**Run 1: wiring by layer**

Only two layers are drawn.
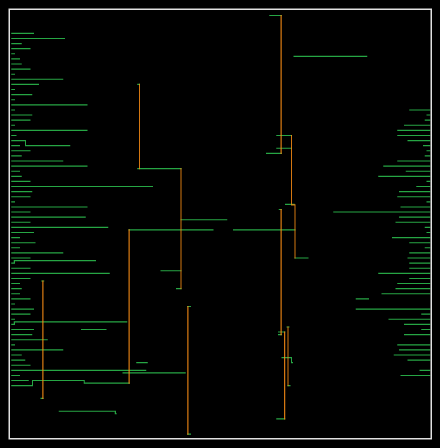
**Run 1: clock distribution**

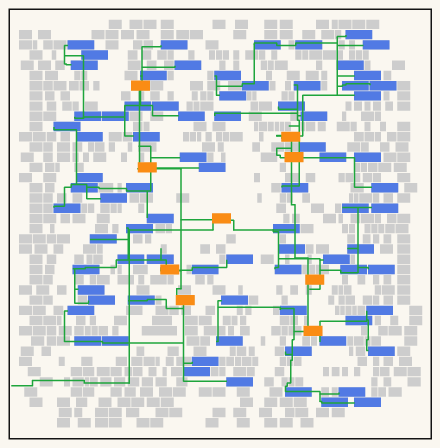
**Run 1: cell classes on the final placement**

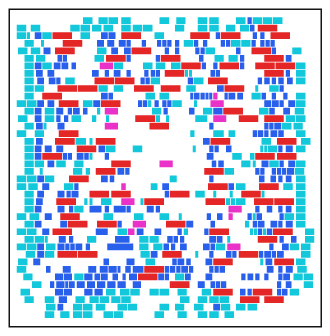
File: config.mk
export PLATFORM = sky130hd
export DESIGN_NAME = alu_issue_stage_flat
export DESIGN_NICKNAME = d
export VERILOG_FILES = /design/src/rtl/alu_pkg.sv /design/src/rtl/alu_issue_stage_if.sv /design/src/rtl/alu_fwd_mux.sv /design/src/rtl/alu_issue_stage.sv /design/src/flat_wrapper.sv
export SDC_FILE = /design/constraint.sdc
export NUM_CORES = 1
export LEC_CHECK = 0
export CORE_AREA = 2 2 110 112
export CTS_BUF_LIST = sky130_fd_sc_hd__clkbuf_8
export CTS_CLUSTER_SIZE = 8
export DETAILED_ROUTE_END_ITERATION = 10
export DIE_AREA = 0 0 112 114
export GPL_TIMING_DRIVEN = 0
export PLACE_DENSITY_LB_ADDON = 0.1
export SYNTH_ARGS = -nofsm -noshare
export SYNTH_HDL_FRONTEND = slang
export SYNTH_SLANG_ARGS = --single-unit
File: constraint.sdc
create_clock -name clk -period 5.8 [get_ports clk]
set_input_delay 1.45 -clock clk [delete_from_list [all_inputs] [get_ports clk]]
set_output_delay 1.45 -clock clk [all_outputs]
set_load 0.05 [all_outputs]
File: src/rtl/alu_pkg.sv
// Shared widths, ALU opcode encodings and the issue-slot control struct for the ALU issue stage.
package alu_pkg;

    localparam int DATA_W  = 32;
    localparam int SEL_W   = 4;
    localparam int REG_AW  = 5;
    localparam int SHAMT_W = 5;

    localparam logic [SEL_W-1:0] OP_ADD = 4'd0;
    localparam logic [SEL_W-1:0] OP_SUB = 4'd1;
    localparam logic [SEL_W-1:0] OP_AND = 4'd2;
    localparam logic [SEL_W-1:0] OP_OR  = 4'd3;
    localparam logic [SEL_W-1:0] OP_SLT = 4'd4;
    localparam logic [SEL_W-1:0] OP_XOR = 4'd5;
    localparam logic [SEL_W-1:0] OP_NOR = 4'd6;
    localparam logic [SEL_W-1:0] OP_SLL = 4'd7;
    localparam logic [SEL_W-1:0] OP_SRL = 4'd8;

    typedef struct packed {
        logic [REG_AW-1:0]  rd;
        logic               reg_write;
        logic [SEL_W-1:0]   op_sel;
        logic [SHAMT_W-1:0] shamt;
    } issue_t;

endpackage

File: src/rtl/alu_issue_stage_if.sv
// Decode/EX/WB/ALU-facing bus of the ALU issue stage; slave is the stage, master is its environment.
interface alu_issue_stage_if;
    import alu_pkg::*;

    logic                in_valid;
    logic                in_ready;
    logic [REG_AW-1:0]   in_rs;
    logic [REG_AW-1:0]   in_rt;
    logic [DATA_W-1:0]   in_rs_data;
    logic [DATA_W-1:0]   in_rt_data;
    logic [DATA_W-1:0]   in_imm;
    logic                in_alu_src;
    logic [SEL_W-1:0]    in_op_sel;
    logic [SHAMT_W-1:0]  in_shamt;
    logic [REG_AW-1:0]   in_rd;
    logic                in_reg_write;
    logic                ex_wr_en;
    logic [REG_AW-1:0]   ex_wr_rd;
    logic [DATA_W-1:0]   ex_wr_data;
    logic                ex_wr_pending;
    logic                wb_wr_en;
    logic [REG_AW-1:0]   wb_wr_rd;
    logic [DATA_W-1:0]   wb_wr_data;
    logic                flush;
    logic                out_valid;
    logic                out_ready;
    logic [DATA_W-1:0]   operand1;
    logic [DATA_W-1:0]   operand2;
    logic [SEL_W-1:0]    op_sel;
    logic [SHAMT_W-1:0]  shamt;
    logic [REG_AW-1:0]   out_rd;
    logic                out_reg_write;
    logic                hazard_stall;

    modport slave (
        input  in_valid, in_rs, in_rt, in_rs_data, in_rt_data, in_imm, in_alu_src,
               in_op_sel, in_shamt, in_rd, in_reg_write,
               ex_wr_en, ex_wr_rd, ex_wr_data, ex_wr_pending,
               wb_wr_en, wb_wr_rd, wb_wr_data, flush, out_ready,
        output in_ready, out_valid, operand1, operand2, op_sel, shamt,
               out_rd, out_reg_write, hazard_stall
    );

    modport master (
        output in_valid, in_rs, in_rt, in_rs_data, in_rt_data, in_imm, in_alu_src,
               in_op_sel, in_shamt, in_rd, in_reg_write,
               ex_wr_en, ex_wr_rd, ex_wr_data, ex_wr_pending,
               wb_wr_en, wb_wr_rd, wb_wr_data, flush, out_ready,
        input  in_ready, out_valid, operand1, operand2, op_sel, shamt,
               out_rd, out_reg_write, hazard_stall
    );

endinterface

File: src/rtl/alu_fwd_mux.sv
// One source operand's writer match, EX > WB > register-file select and hazard flag.
// Forwarding is present only when ALU_ISSUE_FWD_EN is defined; otherwise any writer match stalls.
module alu_fwd_mux
    import alu_pkg::*;
(
    input  logic [REG_AW-1:0] src,
    input  logic              used,
    input  logic [DATA_W-1:0] rf_data,
    input  logic              ex_en,
    input  logic [REG_AW-1:0] ex_rd,
    input  logic [DATA_W-1:0] ex_data,
    input  logic              ex_pending,
    input  logic              wb_en,
    input  logic [REG_AW-1:0] wb_rd,
    input  logic [DATA_W-1:0] wb_data,
    output logic [DATA_W-1:0] value,
    output logic              hazard
);

    logic src_zero;
    logic ex_match;
    logic wb_match;

    // r0 is hardwired to zero, so it never matches a writer and never reads anything but 0
    assign src_zero = (src == '0);
    assign ex_match = ex_en && (ex_rd == src) && !src_zero;
    assign wb_match = wb_en && (wb_rd == src) && !src_zero;

`ifdef ALU_ISSUE_FWD_EN
    always_comb begin
        hazard = used && ex_match && ex_pending;
        value  = rf_data;
        if (src_zero) begin
            value = '0;
        end else if (ex_match) begin
            value = ex_data;
        end else if (wb_match) begin
            value = wb_data;
        end
    end
`else
    logic unused_fwd_inputs;
    assign unused_fwd_inputs = ^{ex_data, wb_data, ex_pending};

    always_comb begin
        hazard = used && (ex_match || wb_match);
        value  = src_zero ? '0 : rf_data;
    end
`endif

endmodule

File: src/rtl/alu_issue_stage.sv
// Decode->execute register driving the ALU ports, with RAW hazard resolution and valid/ready handshakes.
// Define ALU_ISSUE_FWD_EN to enable EX/WB forwarding; without it every used-source writer match stalls.
module alu_issue_stage
    import alu_pkg::*;
(
    input  logic               clk,
    input  logic               rst,
    alu_issue_stage_if.slave   bus
);

    logic [DATA_W-1:0] rs_value;
    logic [DATA_W-1:0] rt_value;
    logic              rs_hazard;
    logic              rt_hazard;
    logic              hazard;
    logic              in_ready;
    logic              accept;

    logic              valid_q;
    logic [DATA_W-1:0] operand1_q;
    logic [DATA_W-1:0] operand2_q;
    issue_t            issue_q;

    alu_fwd_mux u_fwd_rs (
        .src        (bus.in_rs),
        .used       (1'b1),
        .rf_data    (bus.in_rs_data),
        .ex_en      (bus.ex_wr_en),
        .ex_rd      (bus.ex_wr_rd),
        .ex_data    (bus.ex_wr_data),
        .ex_pending (bus.ex_wr_pending),
        .wb_en      (bus.wb_wr_en),
        .wb_rd      (bus.wb_wr_rd),
        .wb_data    (bus.wb_wr_data),
        .value      (rs_value),
        .hazard     (rs_hazard)
    );

    // rt is only a real source when operand2 comes from the register file
    alu_fwd_mux u_fwd_rt (
        .src        (bus.in_rt),
        .used       (!bus.in_alu_src),
        .rf_data    (bus.in_rt_data),
        .ex_en      (bus.ex_wr_en),
        .ex_rd      (bus.ex_wr_rd),
        .ex_data    (bus.ex_wr_data),
        .ex_pending (bus.ex_wr_pending),
        .wb_en      (bus.wb_wr_en),
        .wb_rd      (bus.wb_wr_rd),
        .wb_data    (bus.wb_wr_data),
        .value      (rt_value),
        .hazard     (rt_hazard)
    );

    assign hazard   = bus.in_valid && (rs_hazard || rt_hazard);
    assign in_ready = (!valid_q || bus.out_ready) && !hazard && !bus.flush;
    assign accept   = bus.in_valid && in_ready;

    // Flush beats capture and hold; data fields keep their last value whenever the slot empties
    always_ff @(posedge clk) begin
        if (rst) begin
            valid_q    <= 1'b0;
            operand1_q <= '0;
            operand2_q <= '0;
            issue_q    <= '0;
        end else if (bus.flush) begin
            valid_q           <= 1'b0;
            issue_q.reg_write <= 1'b0;
        end else if (accept) begin
            valid_q           <= 1'b1;
            operand1_q        <= rs_value;
            operand2_q        <= bus.in_alu_src ? bus.in_imm : rt_value;
            issue_q.rd        <= bus.in_rd;
            issue_q.reg_write <= bus.in_reg_write;
            issue_q.op_sel    <= bus.in_op_sel;
            issue_q.shamt     <= bus.in_shamt;
        end else if (bus.out_ready) begin
            valid_q           <= 1'b0;
            issue_q.reg_write <= 1'b0;
        end
    end

    assign bus.in_ready      = in_ready;
    assign bus.hazard_stall  = hazard;
    assign bus.out_valid     = valid_q;
    assign bus.operand1      = operand1_q;
    assign bus.operand2      = operand2_q;
    assign bus.op_sel        = issue_q.op_sel;
    assign bus.shamt         = issue_q.shamt;
    assign bus.out_rd        = issue_q.rd;
    assign bus.out_reg_write = issue_q.reg_write;

endmodule

File: src/flat_wrapper.sv
// flat-port wrapper written by rule: the top's interface ports become plain ports
module alu_issue_stage_flat import alu_pkg::*;
  (clk, rst, bus_in_valid, bus_in_rs, bus_in_rt, bus_in_rs_data, bus_in_rt_data, bus_in_imm, bus_in_alu_src, bus_in_op_sel, bus_in_shamt, bus_in_rd, bus_in_reg_write, bus_ex_wr_en, bus_ex_wr_rd, bus_ex_wr_data, bus_ex_wr_pending, bus_wb_wr_en, bus_wb_wr_rd, bus_wb_wr_data, bus_flush, bus_out_ready, bus_in_ready, bus_out_valid, bus_operand1, bus_operand2, bus_op_sel, bus_shamt, bus_out_rd, bus_out_reg_write, bus_hazard_stall);
  alu_issue_stage_if bus_i ();
  input  logic clk;
  input  logic rst;
  input wire logic [$bits(bus_i.in_valid)-1:0] bus_in_valid;
  input wire logic [$bits(bus_i.in_rs)-1:0] bus_in_rs;
  input wire logic [$bits(bus_i.in_rt)-1:0] bus_in_rt;
  input wire logic [$bits(bus_i.in_rs_data)-1:0] bus_in_rs_data;
  input wire logic [$bits(bus_i.in_rt_data)-1:0] bus_in_rt_data;
  input wire logic [$bits(bus_i.in_imm)-1:0] bus_in_imm;
  input wire logic [$bits(bus_i.in_alu_src)-1:0] bus_in_alu_src;
  input wire logic [$bits(bus_i.in_op_sel)-1:0] bus_in_op_sel;
  input wire logic [$bits(bus_i.in_shamt)-1:0] bus_in_shamt;
  input wire logic [$bits(bus_i.in_rd)-1:0] bus_in_rd;
  input wire logic [$bits(bus_i.in_reg_write)-1:0] bus_in_reg_write;
  input wire logic [$bits(bus_i.ex_wr_en)-1:0] bus_ex_wr_en;
  input wire logic [$bits(bus_i.ex_wr_rd)-1:0] bus_ex_wr_rd;
  input wire logic [$bits(bus_i.ex_wr_data)-1:0] bus_ex_wr_data;
  input wire logic [$bits(bus_i.ex_wr_pending)-1:0] bus_ex_wr_pending;
  input wire logic [$bits(bus_i.wb_wr_en)-1:0] bus_wb_wr_en;
  input wire logic [$bits(bus_i.wb_wr_rd)-1:0] bus_wb_wr_rd;
  input wire logic [$bits(bus_i.wb_wr_data)-1:0] bus_wb_wr_data;
  input wire logic [$bits(bus_i.flush)-1:0] bus_flush;
  input wire logic [$bits(bus_i.out_ready)-1:0] bus_out_ready;
  output wire logic [$bits(bus_i.in_ready)-1:0] bus_in_ready;
  output wire logic [$bits(bus_i.out_valid)-1:0] bus_out_valid;
  output wire logic [$bits(bus_i.operand1)-1:0] bus_operand1;
  output wire logic [$bits(bus_i.operand2)-1:0] bus_operand2;
  output wire logic [$bits(bus_i.op_sel)-1:0] bus_op_sel;
  output wire logic [$bits(bus_i.shamt)-1:0] bus_shamt;
  output wire logic [$bits(bus_i.out_rd)-1:0] bus_out_rd;
  output wire logic [$bits(bus_i.out_reg_write)-1:0] bus_out_reg_write;
  output wire logic [$bits(bus_i.hazard_stall)-1:0] bus_hazard_stall;
  assign bus_i.in_valid = bus_in_valid;
  assign bus_i.in_rs = bus_in_rs;
  assign bus_i.in_rt = bus_in_rt;
  assign bus_i.in_rs_data = bus_in_rs_data;
  assign bus_i.in_rt_data = bus_in_rt_data;
  assign bus_i.in_imm = bus_in_imm;
  assign bus_i.in_alu_src = bus_in_alu_src;
  assign bus_i.in_op_sel = bus_in_op_sel;
  assign bus_i.in_shamt = bus_in_shamt;
  assign bus_i.in_rd = bus_in_rd;
  assign bus_i.in_reg_write = bus_in_reg_write;
  assign bus_i.ex_wr_en = bus_ex_wr_en;
  assign bus_i.ex_wr_rd = bus_ex_wr_rd;
  assign bus_i.ex_wr_data = bus_ex_wr_data;
  assign bus_i.ex_wr_pending = bus_ex_wr_pending;
  assign bus_i.wb_wr_en = bus_wb_wr_en;
  assign bus_i.wb_wr_rd = bus_wb_wr_rd;
  assign bus_i.wb_wr_data = bus_wb_wr_data;
  assign bus_i.flush = bus_flush;
  assign bus_i.out_ready = bus_out_ready;
  assign bus_in_ready = bus_i.in_ready;
  assign bus_out_valid = bus_i.out_valid;
  assign bus_operand1 = bus_i.operand1;
  assign bus_operand2 = bus_i.operand2;
  assign bus_op_sel = bus_i.op_sel;
  assign bus_shamt = bus_i.shamt;
  assign bus_out_rd = bus_i.out_rd;
  assign bus_out_reg_write = bus_i.out_reg_write;
  assign bus_hazard_stall = bus_i.hazard_stall;
  alu_issue_stage u_core (.clk(clk), .rst(rst), .bus(bus_i));
endmodule
==> results.tsv, run 1 <==
stage	metric	value	unit
final_layout	most used cells in the layout excluding fill and tap cells	sky130_fd_sc_hd__clkdlybuf4s50_1, sky130_fd_sc_hd__dfxtp_1, sky130_fd_sc_hd__a21oi_1, sky130_fd_sc_hd__nand3_1	
die	total number of placement rows	40	
yosys	share of the yosys chip area belonging to registers	0.4186	
yosys	ys cells	442	
power	relative contribution of sequential cells to total power	0.427	
yosys	post-synth cell types	35	
cts	CTS buffer count	9	
placed_design	pre-CTS WS	89.89	ps
worst_setup_path	WP buf/inv	2	
power	Largest Pwr Group	sequential cells	
yosys	mux share of post-synthesis cell area	0.002616	
final_timing	minimum period implied by the final worst setup slack	5610	ps
final_timing	crit share post-route	0.9673	
detailed_routing	total routed wire length on the met1 layer	5.865	mm
final_layout	Final Instance Area	6355	µm²
worst_setup_path	Worst Setup Path Type	in -> out	
worst_setup_path	CP cell instances	clkdlybuf4s50_1 -> nor3_1 -> a21oi_1 -> o2bb2ai_2 -> and2_1 -> clkdlybuf4s50_1	
flow_run	max-cap check violation count	0	
final_layout	Final Core Density	0.5426	
global_route	pin count of the biggest net entering global routing	13	
die	Core Density at Floorplan	0.3267	
global_route	global routing met3 resource utilization	0.05845	
cts	register clock-pin slew on the reported worst setup and hold paths	70	ps
final_layout	share of the final layout cell area in sequential cells	0.2520	
global_route	met1 Usage GRT	0.2522	
status	result of the run	finished, final reports clean	
min_path	sink of the worst hold path	u_core.bus.operand1[0]	
final_layout	count of clock-net buffers in the final layout	10	
power	power consumed by sequential cells	601	µW
die	chip height	114	µm
die	CORE AREA	11710	µm²
worst_setup_path	cell with the most instances on the worst path	sky130_fd_sc_hd__clkdlybuf4s50_1	
final_layout	n_diodes	0	
final_timing	WHS	465.1	ps
detailed_routing	top routing layer in use	met4	
final_layout	invs w/o clock	0	
final_layout	filler cell count	1139	
yosys	Post-Synthesis Net Count	646	
global_route	number of global-route vias before repair	4140	
final_timing	Fin Setup TNS	0	ps
global_route	most heavily used metal layer in global routing	met2	
yosys	leading post-synthesis cells by instance count	sky130_fd_sc_hd__dfxtp_1, sky130_fd_sc_hd__a21oi_1, sky130_fd_sc_hd__nand3_1	
final_layout	bufs w/o clock	266	
yosys	post-synthesis instance total	442	
final_layout	fraction of layout instances using a drive strength above 1	0.05341	
yosys	largest area contributor in the netlist	sky130_fd_sc_hd__dfxtp_1	
placed_design	post-detail-place hpwl	10.50	mm
detailed_routing	violation count after the first detailed-route iteration	240	
About 'wiring by layer':
Key: M4 = orange [wire length 303 µm]; M3 = green [wire length 1070 µm]

About 'clock distribution':
Key: clock-net drivers = orange [count 9]; flip-flops = blue [count 80]; clock wires = green [length 1080 µm]
There are 10 routed clock nets. Position of the flops: spread over the die.

About 'cell classes on the final placement':
Key: remaining logic cells = blue [cells 314, share of their area 32%]; clock drivers and dummy loads = magenta [cells 14, share of their area 2.6%]; remaining buffers and delay cells = cyan [cells 266, share of their area 39%]; registers = red [cells 80, share of their area 26%]

**Run 1: pin placement**

Pins as bars across the die edge, other pins in gray.
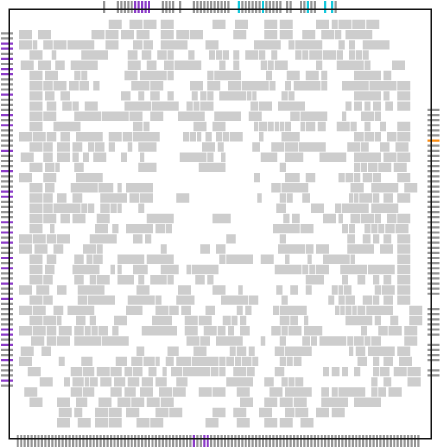

==> run 1 -> run 2 <==
Settings changed: ABC_CLOCK_PERIOD_IN_PS set to 5000, CORE_AREA 2 2 110 112 to unset, CORE_MARGIN set to 2, CORE_UTILIZATION set to 32, DIE_AREA 0 0 112 114 to unset, PLACE_DENSITY set to 0.84, PLACE_DENSITY_LB_ADDON 0.1 to unset.
Clock period 5.8 ns to 5 ns, I/O delays scaled along.
**Run 2: pin placement**

Pins as bars across the die edge, other pins in gray.
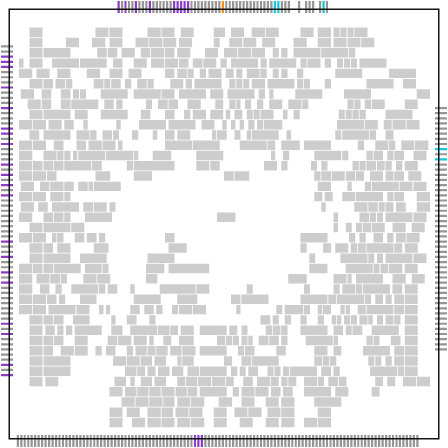
Key: bus_shamt = cyan [pins 5, direction output, edge 3 top, 2 right]; bus_in_imm = purple [pins 32, direction input, edge 20 left, 9 top, 3 bottom]; bus_out_valid = orange [pins 1, direction output, edge top]
All pins by edge: 116 bottom, 65 left, 57 top, 48 right.

**Run 2: clock distribution**

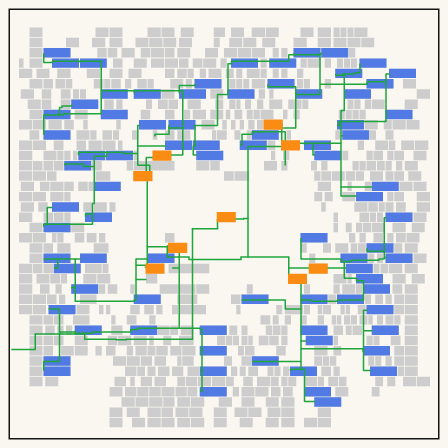
Key: clock-net drivers = orange [count 9]; flip-flops = blue [count 80]; clock wires = green [length 1060 µm]
There are 10 routed clock nets.

==> results.tsv, run 2 <==
stage	metric	value	unit	change
status	result of the run	finished, final reports clean		
detailed_routing	top routing layer in use	met4		
cts	register clock-pin slew on the reported worst setup and hold paths	80	ps	about the same
final_layout	area used by multi-input combinational logic	2003	µm²	
worst_setup_path	Worst Setup Path Type	in -> out		
yosys	post-synthesis instance total	442		unchanged
final_timing	WHS	468.3	ps	+3.223 ps
min_path	sink of the worst hold path	u_core.bus.operand1[1]		
detailed_routing	violation count after the first detailed-route iteration	363		+51%
flow_run	max-cap check violation count	0		unchanged
power	power consumed by sequential cells	698	µW	+16%
power	relative contribution of sequential cells to total power	0.399		-0.028
global_route	global routing met3 resource utilization	0.05142		-0.007029
placed_design	post-detail-place hpwl	10.90	mm	+3.8%
worst_setup_path	CP cell instances	clkdlybuf4s50_1 -> xor2_1 -> nor4_1 -> a32oi_1 -> o2bb2ai_2 -> and2_1 -> dlygate4sd2_1		
die	count of pins on the block boundary	286		
detailed_routing	total routed wire length on the met1 layer	5.656	mm	-3.6%
global_route	number of global-route vias before repair	4417		+6.7%
placed_design	Inst Count DP	803		
global_route	pin count of the biggest net entering global routing	14		+1
final_layout	bufs w/o clock	266		unchanged
placed_design	pre-CTS WS	-277.3	ps	-367.2 ps
power	net switching share of the total power	0.3153		
detailed_routing	total iterations of the first detailed-routing run	4		
cts	CTS buffer count	9		unchanged
die	total number of placement rows	39		-2.5%
final_layout	count of clock-net buffers in the final layout	10		unchanged
final_layout	Final Core Density	0.5538		+0.01120
yosys	mux share of post-synthesis cell area	0.002616		unchanged
worst_setup_path	critical register-to-register path endpoint	u_core.bus.operand1[12]		
yosys	Post-Synthesis Net Count	646		unchanged
detailed_routing	Antenna Violating Nets Remaining	0		
yosys	share of the yosys chip area belonging to registers	0.4186		unchanged
cts	maximum number of buffers from clock root to sink	2		
final_layout	most used cells in the layout excluding fill and tap cells	sky130_fd_sc_hd__clkdlybuf4s50_1, sky130_fd_sc_hd__dfxtp_1, sky130_fd_sc_hd__a21oi_1, sky130_fd_sc_hd__nand3_1		
min_path	Hold Startpoint	u_core.bus.operand1[1]		
power	Largest Pwr Group	sequential cells		
global_route	Global Route met2 Usage	0.3820		
yosys	leading post-synthesis cells by instance count	sky130_fd_sc_hd__dfxtp_1, sky130_fd_sc_hd__a21oi_1, sky130_fd_sc_hd__nand3_1		
die	chip height	113.3	µm	-0.57%
final_timing	crit share post-route	0.9626		
min_path	Worst Hold Depth	2		
final_layout	fraction of layout instances using a drive strength above 1	0.05769		+0.004280
placed_design	Final GP Congestion	0.8901		
die	x dimension of the die	113.3	µm	
global_route	met1 Usage GRT	0.2382		-0.01400
final_layout	invs w/o clock	0		unchanged
die	Core Density at Floorplan	0.3308		+0.004136
final_layout	synth-to-layout area growth	67.40	%	
final_layout	share of the final layout cell area in sequential cells	0.2500		-0.001969
final_timing	Fin Setup TNS	0	ps	unchanged
yosys	library cell with the highest instance count after synthesis	sky130_fd_sc_hd__dfxtp_1		
worst_setup_path	WP buf/inv	2		unchanged
yosys	largest area contributor in the netlist	sky130_fd_sc_hd__dfxtp_1		
final_layout	n_diodes	0		unchanged
final_layout	Final Instance Area	6405	µm²	+0.79%
final_layout	sequential cell area in the final layout	1602	µm²	
final_layout	filler cell count	1032		-9.4%
yosys	post-synth area from yosys stat	3826	µm²	
global_route	most heavily used metal layer in global routing	met2		
die	CORE AREA	11560	µm²	-1.3%
final_timing	minimum period implied by the final worst setup slack	4813	ps	
yosys	post-synth cell types	35		unchanged
yosys	ys cells	442		unchanged
Power is estimated from default activity; no workload was simulated.
